[config.mk]
export PLATFORM = sky130hd
export DESIGN_NAME = multdiv_ctrl
export DESIGN_NICKNAME = d
export VERILOG_FILES = /design/src/rtl/multdiv_ctrl.sv
export SDC_FILE = /design/constraint.sdc
export NUM_CORES = 1
export LEC_CHECK = 0
export CORE_UTILIZATION = 40
export DETAILED_ROUTE_END_ITERATION = 8
export GPL_ROUTABILITY_DRIVEN = 0
export PLACE_DENSITY = 0.62
export SYNTH_ARGS = -nofsm -noshare
export SYNTH_HDL_FRONTEND = slang
export SYNTH_SLANG_ARGS = --single-unit
[constraint.sdc]
create_clock -name clock -period 7.05 [get_ports clock]
set_input_delay 1.41 -clock clock [delete_from_list [all_inputs] [get_ports clock]]
set_output_delay 1.41 -clock clock [all_outputs]
set_load 0.05 [all_outputs]
[src/rtl/multdiv_ctrl.sv]
// multdiv_ctrl
// Multi-cycle sequencer for signed multiply and divide in the execute stage.
// One shared WIDTH-bit adder/subtractor is reused every cycle: it adds for
// shift-add multiply and subtracts for restoring divide. A result is reported
// with a one-cycle data_resultRDY pulse and an exception flag.
//
// Ports:
//   clock          in   rising-edge clock
//   reset          in   synchronous, active-high
//   ctrl_MULT      in   one-cycle start pulse, signed multiply (wins over DIV)
//   ctrl_DIV       in   one-cycle start pulse, signed divide (quotient only)
//   data_operandA  in   multiplicand / dividend, sampled in the start cycle
//   data_operandB  in   multiplier / divisor, sampled in the start cycle
//   data_result    out  product low word or quotient, held until the next result
//   data_exception out  overflow or divide-by-zero, cleared on an accepted start
//   data_resultRDY out  one-cycle completion pulse
//   busy           out  high from the cycle after a start through the DONE cycle
//
// Optional feature: define MULTDIV_EARLY_EXIT_EN to let a multiply finish as
// soon as the remaining multiplier bits are all zero.

module multdiv_ctrl #(
  parameter int WIDTH = 32
) (
  input  logic             clock,
  input  logic             reset,
  input  logic             ctrl_MULT,
  input  logic             ctrl_DIV,
  input  logic [WIDTH-1:0] data_operandA,
  input  logic [WIDTH-1:0] data_operandB,
  output logic [WIDTH-1:0] data_result,
  output logic             data_exception,
  output logic             data_resultRDY,
  output logic             busy
);

  localparam int CW = $clog2(WIDTH) + 1;

  typedef enum logic [1:0] {
    IDLE,
    MUL,
    DIV,
    DONE
  } state_t;

  state_t             state, state_next;
  logic [CW-1:0]      count, count_next;
  logic [2*WIDTH-1:0] acc, acc_next;
  logic [WIDTH-1:0]   mag_a, mag_a_next;
  logic [WIDTH-1:0]   mag_b, mag_b_next;
  logic               sign, sign_next;
  logic [WIDTH-1:0]   result_next;
  logic               exception_next;

  logic [WIDTH-1:0]   abs_a, abs_b;
  logic [WIDTH-1:0]   add_a, add_b;
  logic               add_sub;
  logic [WIDTH:0]     add_sum;
  logic [2*WIDTH-1:0] mul_step, div_shift, div_step;
  logic [2*WIDTH-1:0] signed_val;

  // Negate a magnitude when the result sign is set; zero stays zero.
  function automatic logic [2*WIDTH-1:0] apply_sign(input logic neg,
                                                    input logic [2*WIDTH-1:0] mag);
    if (neg && (mag != '0))
      return ~mag + 1'b1;
    return mag;
  endfunction

  // Shared adder/subtractor. In DIV it subtracts the divisor from the
  // remainder after the left shift; bit WIDTH of the sum is then the borrow.
  // In MUL it adds the multiplicand into the upper half; bit WIDTH is the carry.
  always_comb begin
    add_sub = (state == DIV);
    add_a   = (state == DIV) ? acc[2*WIDTH-2:WIDTH-1] : acc[2*WIDTH-1:WIDTH];
    add_b   = (state == DIV) ? mag_b : mag_a;
  end

  assign add_sum = {1'b0, add_a}
                 + ({1'b0, add_b} ^ {(WIDTH+1){add_sub}})
                 + {{WIDTH{1'b0}}, add_sub};

  // One iteration of each algorithm. The multiply carry is shifted back in
  // at the top; the divide keeps the remainder only when no borrow occurred.
  always_comb begin
    mul_step  = acc[0] ? {add_sum, acc[WIDTH-1:1]} : {1'b0, acc[2*WIDTH-1:1]};
    div_shift = {acc[2*WIDTH-2:0], 1'b0};
    div_step  = add_sum[WIDTH] ? div_shift
                               : {add_sum[WIDTH-1:0], div_shift[WIDTH-1:1], 1'b1};
  end

  assign abs_a = data_operandA[WIDTH-1] ? (~data_operandA + 1'b1) : data_operandA;
  assign abs_b = data_operandB[WIDTH-1] ? (~data_operandB + 1'b1) : data_operandB;

`ifdef MULTDIV_EARLY_EXIT_EN
  // Multiplier bits still waiting to be consumed sit in acc[count-1:1]
  // (bit 0 is consumed this cycle); product bits above them are excluded.
  logic [WIDTH-1:0] mul_rest_mask;
  logic             mul_rest_zero;

  assign mul_rest_mask = ({WIDTH{1'b1}} >> (CW'(WIDTH) - count))
                       & ~{{(WIDTH-1){1'b0}}, 1'b1};
  assign mul_rest_zero = ((acc[WIDTH-1:0] & mul_rest_mask) == '0);
`endif

  // Next-state and datapath control. The sign fix-up and the exception
  // decision are made on the transition into DONE so the registered result
  // is already valid in the RDY cycle.
  always_comb begin
    state_next     = state;
    count_next     = count;
    acc_next       = acc;
    mag_a_next     = mag_a;
    mag_b_next     = mag_b;
    sign_next      = sign;
    result_next    = data_result;
    exception_next = data_exception;
    signed_val     = '0;

    case (state)
      IDLE, DONE: begin
        if (ctrl_MULT || ctrl_DIV) begin
          mag_a_next     = abs_a;
          mag_b_next     = abs_b;
          sign_next      = data_operandA[WIDTH-1] ^ data_operandB[WIDTH-1];
          count_next     = CW'(WIDTH);
          exception_next = 1'b0;
          if (ctrl_MULT) begin
            acc_next   = {{WIDTH{1'b0}}, abs_b};
            state_next = MUL;
`ifdef MULTDIV_EARLY_EXIT_EN
            if (abs_b == '0) begin
              acc_next    = '0;
              count_next  = '0;
              result_next = '0;
              state_next  = DONE;
            end
`endif
          end else begin
            acc_next   = {{WIDTH{1'b0}}, abs_a};
            state_next = DIV;
            if (data_operandB == '0) begin
              acc_next       = '0;
              count_next     = '0;
              result_next    = '0;
              exception_next = 1'b1;
              state_next     = DONE;
            end
          end
        end else if (state == DONE) begin
          state_next = IDLE;
        end
      end

      MUL: begin
        acc_next   = mul_step;
        count_next = count - 1'b1;
`ifdef MULTDIV_EARLY_EXIT_EN
        // No more adds can happen, so the remaining shifts collapse into one.
        if (mul_rest_zero) begin
          acc_next   = mul_step >> (count - 1'b1);
          count_next = '0;
        end
`endif
        if (count_next == '0) begin
          state_next     = DONE;
          signed_val     = apply_sign(sign, acc_next);
          result_next    = signed_val[WIDTH-1:0];
          exception_next = (signed_val[2*WIDTH-1:WIDTH] != {WIDTH{signed_val[WIDTH-1]}});
        end
      end

      DIV: begin
        acc_next   = div_step;
        count_next = count - 1'b1;
        if (count_next == '0) begin
          state_next     = DONE;
          signed_val     = apply_sign(sign, {{WIDTH{1'b0}}, div_step[WIDTH-1:0]});
          result_next    = signed_val[WIDTH-1:0];
          // Only the most-negative / -1 case yields a positive quotient with
          // the top bit set.
          exception_next = ~sign & div_step[WIDTH-1];
        end
      end

      default: state_next = IDLE;
    endcase
  end

  // State and datapath registers; reset aborts any operation in flight.
  always_ff @(posedge clock) begin
    if (reset) begin
      state          <= IDLE;
      count          <= '0;
      acc            <= '0;
      mag_a          <= '0;
      mag_b          <= '0;
      sign           <= 1'b0;
      data_result    <= '0;
      data_exception <= 1'b0;
    end else begin
      state          <= state_next;
      count          <= count_next;
      acc            <= acc_next;
      mag_a          <= mag_a_next;
      mag_b          <= mag_b_next;
      sign           <= sign_next;
      data_result    <= result_next;
      data_exception <= exception_next;
    end
  end

  assign data_resultRDY = (state == DONE);
  assign busy           = (state != IDLE);

endmodule

### Clock network drawn from the DEF, run 1

Scale: 2 px per um.
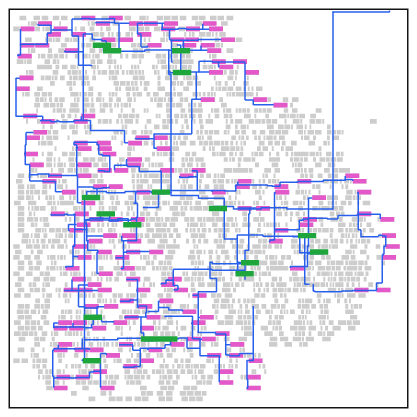
[magenta] flip-flops | count: 170
[green] clock-net drivers | count: 17
[blue] clock wires | length: 2790 um
routed clock nets	18

### Clock nets, run 1

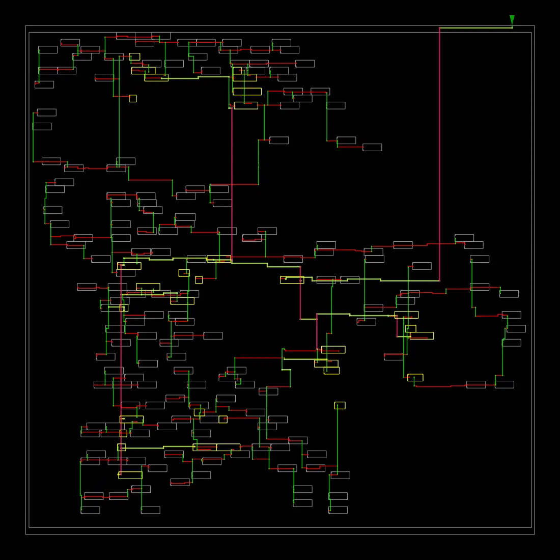
layout clock buffer count: 17
clock latency at the later pin of the worst-skew pair: 0.46 ns
Clk. pwr: 1.01 mW
Num CTS Buffers: 17
Final Skew: 0.01592 ns

==> flow_summary.ini, run 1 <==
; physical design summary
[drt]
drtIter0Drc = 1545
viasPerCell = 6.209
ant_nets = 0
drtPass1Iterations = 6
dr_wl_met2_um = 26040

[logic_synthesis]
yosysSeqAreaShare_pct = 22.03
yosys_area_mm2 = 0.01544
syn_inst = 2133
synth_nets = 2246
yosys_cells = 2133
syn_area_mm2 = 0.01544
yosysUniqueCellTypes = 104
async_flop_share_pct = 0
ys_top_logic_family = AND-OR/OR-AND gates
numSynthFlops = 170
synthAdderAreaFrac_pct = 3.759

[finish]
design_area_mm2 = 0.01739
area_delta_synth_final_pct = 12.56
fin_cells = 2637
final_util_pct = 45.94
drive_above_1_share_pct = 8.843

[worst_hold_path]
min_path_type = reg2reg
min_to = mag_a[26]

[sta]
hold_viol_final = 0
min_period_ns = 6.674
tightest_slew_ns = 1.270
finalClockPeriodUsage_pct = 94.67
slew_viol_final = 0
setup_viol = 0
fin_ws_ns = 0.3758

[clock_tree]
clk_pin_slew_worst_paths_ns = 0.09
post_cts_resized = 0
cts-hold-fix-buffers = 0
htree_levels = 4
cts_sinks = 170
post-cts-setup-buffers = 0
cts_tree = yes

[die]
ios = 103
die-width_um = 198.5

[grt]
gr-usage-met2_pct = 46.54
grt_max_degree = 112
grt_use_met3_pct = 3.611
first_global_vias = 15170
top_usage_layer = met2

[placed_design]
dp.cells = 2605
hpwlAfterDp_um = 41510
io_buffers = 102

[power]
max-vdd-ir-drop_mv = 0.1871
power.switching_mw = 2.608
p_comb_share_pct = 55.3
seqPwrFrac_pct = 25.7
p_leak_nw = 6.316
power.density_mw_per_mm2 = 303.2
p_clk_share_pct = 19.1
power.share.switching_pct = 49.47

[setup_path]
max_stage_delay_ns = 0.58
cp-end-kind = flip-flop
critPathSlowestCell = a2111oi_2
timing.rr.start = state[0]
worstSetupPathType = reg2reg
r2r-end = data_exception
cp-endpoint = data_exception

[flow_run]
tool_warnings = 34
cap_violations = 0

[outcome]
outcome = finished clean
### Signal wires by layer, run 1

Scale: 1.5 px per um.
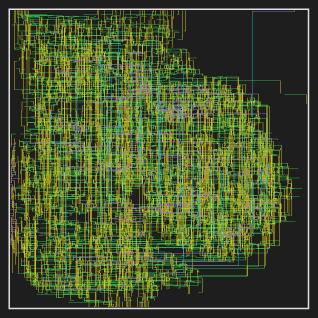
color	layer	wire length
yellow	M2	26.0 mm
green	M1	24.3 mm
purple	M3	3450 um
cyan	M4	2560 um
via count: 16370
drt total wl: 56330 um
Total GRT Usage: 28.60%
DR WL/cell: 21.36 um

run 1: layout make-up:
type                       instances  area, um2  share of cell area [%]
clock inverter                    15      176.4                   1.015
inverter                          35      131.4                  0.7557
multi-input combinational       1739      11210                   64.50
timing repair buffer             150       1395                   8.024
tap                              511      639.4                   3.678
sequential                       170       3405                   19.58
clock buffer                      17      425.4                   2.447
run 1: flip-flops by register name (all words and copies together), names as in the netlist:
register,count
mag_b,32
data_exception,1
acc,64
mag_a,32
state,2
count,6
sign,1
data_result,32
run 1: power by group through the flow:
stage	sequential [mW]	combinational [mW]	clock (mW)
after floorplan	1.30	2.09	0
after global placement	1.36	2.81	0
after detailed placement	1.37	2.84	0
after CTS	1.34	2.85	1.02
after global routing	1.37	3.16	1.06
final	1.35	2.91	1.01
==> run 1 -> run 2 <==
CORE_UTILIZATION = 55   (was 40)
HOLD_SLACK_MARGIN = 0.02   (was unset)
PLACE_DENSITY = 0.79   (was 0.62)
==> flow_summary.ini, run 2 <==
; physical design summary
[setup_path]
cp-endpoint = data_exception
critPathSlowestCell = a221oi_4
timing.rr.start = state[0]

[finish]
regMostFlops = acc
fin_cells = 2496
largest_cell_class = logic gates
comb_cells = 1739

[die]
tap_cells = 372
die-width_um = 169.6

[power]
power.share.switching_pct = 48.92
power.switching_mw = 2.547
power.density_mw_per_mm2 = 303.4
clk-power_uw = 963
p_clk_share_pct = 18.5
seqPwrFrac_pct = 26.1
max-vdd-ir-drop_mv = 0.2020

[flow_run]
tool_warnings = 32
cap_violations = 0

[sta]
finClkSkew_ns = 0.01840
tightest_slew_ns = 1.250
slew_viol_final = 0

[logic_synthesis]
async_flop_share_pct = 0
yosys_area_mm2 = 0.01544
yosys_cells = 2133
syn_area_mm2 = 0.01544

[clock_tree]
clk_latency_ns = 0.45
cts_sinks = 170
clk_pin_slew_worst_paths_ns = 0.08
cts_tree = yes
cts-hold-fix-buffers = 0

[outcome]
outcome = finished clean

[grt]
grt_use_total_pct = 36.41
grt_max_degree = 80

[drt]
viasPerCell = 6.797
drt_wl_total_um = 52770
[run 2: cell counts after synthesis]
Identical to the previous run, type by type.
[run 2: how the worst min path moves through the flow]
stage | end | slack, ns | depth (start not counted)
3_5_place_dp | mag_a[30] | 0.45 | 2
2_1_floorplan | mag_a[31] | 0.44 | 2
6_report | mag_a[30] | 0.47 | 2
4_1_cts | mag_a[30] | 0.46 | 2
3_3_place_gp | mag_a[30] | 0.45 | 2
5_1_grt | mag_a[30] | 0.49 | 2
[run 2: routing by layer]
layer  share of wire [%]  track usage (%)  vias up
met4                 6.4            20.72        0
met1                  39            46.24     7820
met5                   0                0        -
met2                  45            58.01     1071
li1                    -                -     7818
met3                 9.3            6.507      256
### Gate families picked out, run 2

Scale: 1.5 px per um.
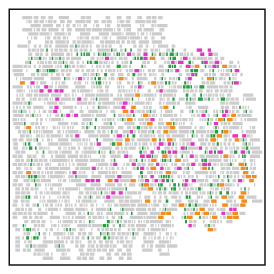
color	family	cells
green	nand cells	253
orange	mux cells	69
magenta	non-inverting ao/oa cells	97

Power is estimated from default activity; no workload was simulated.
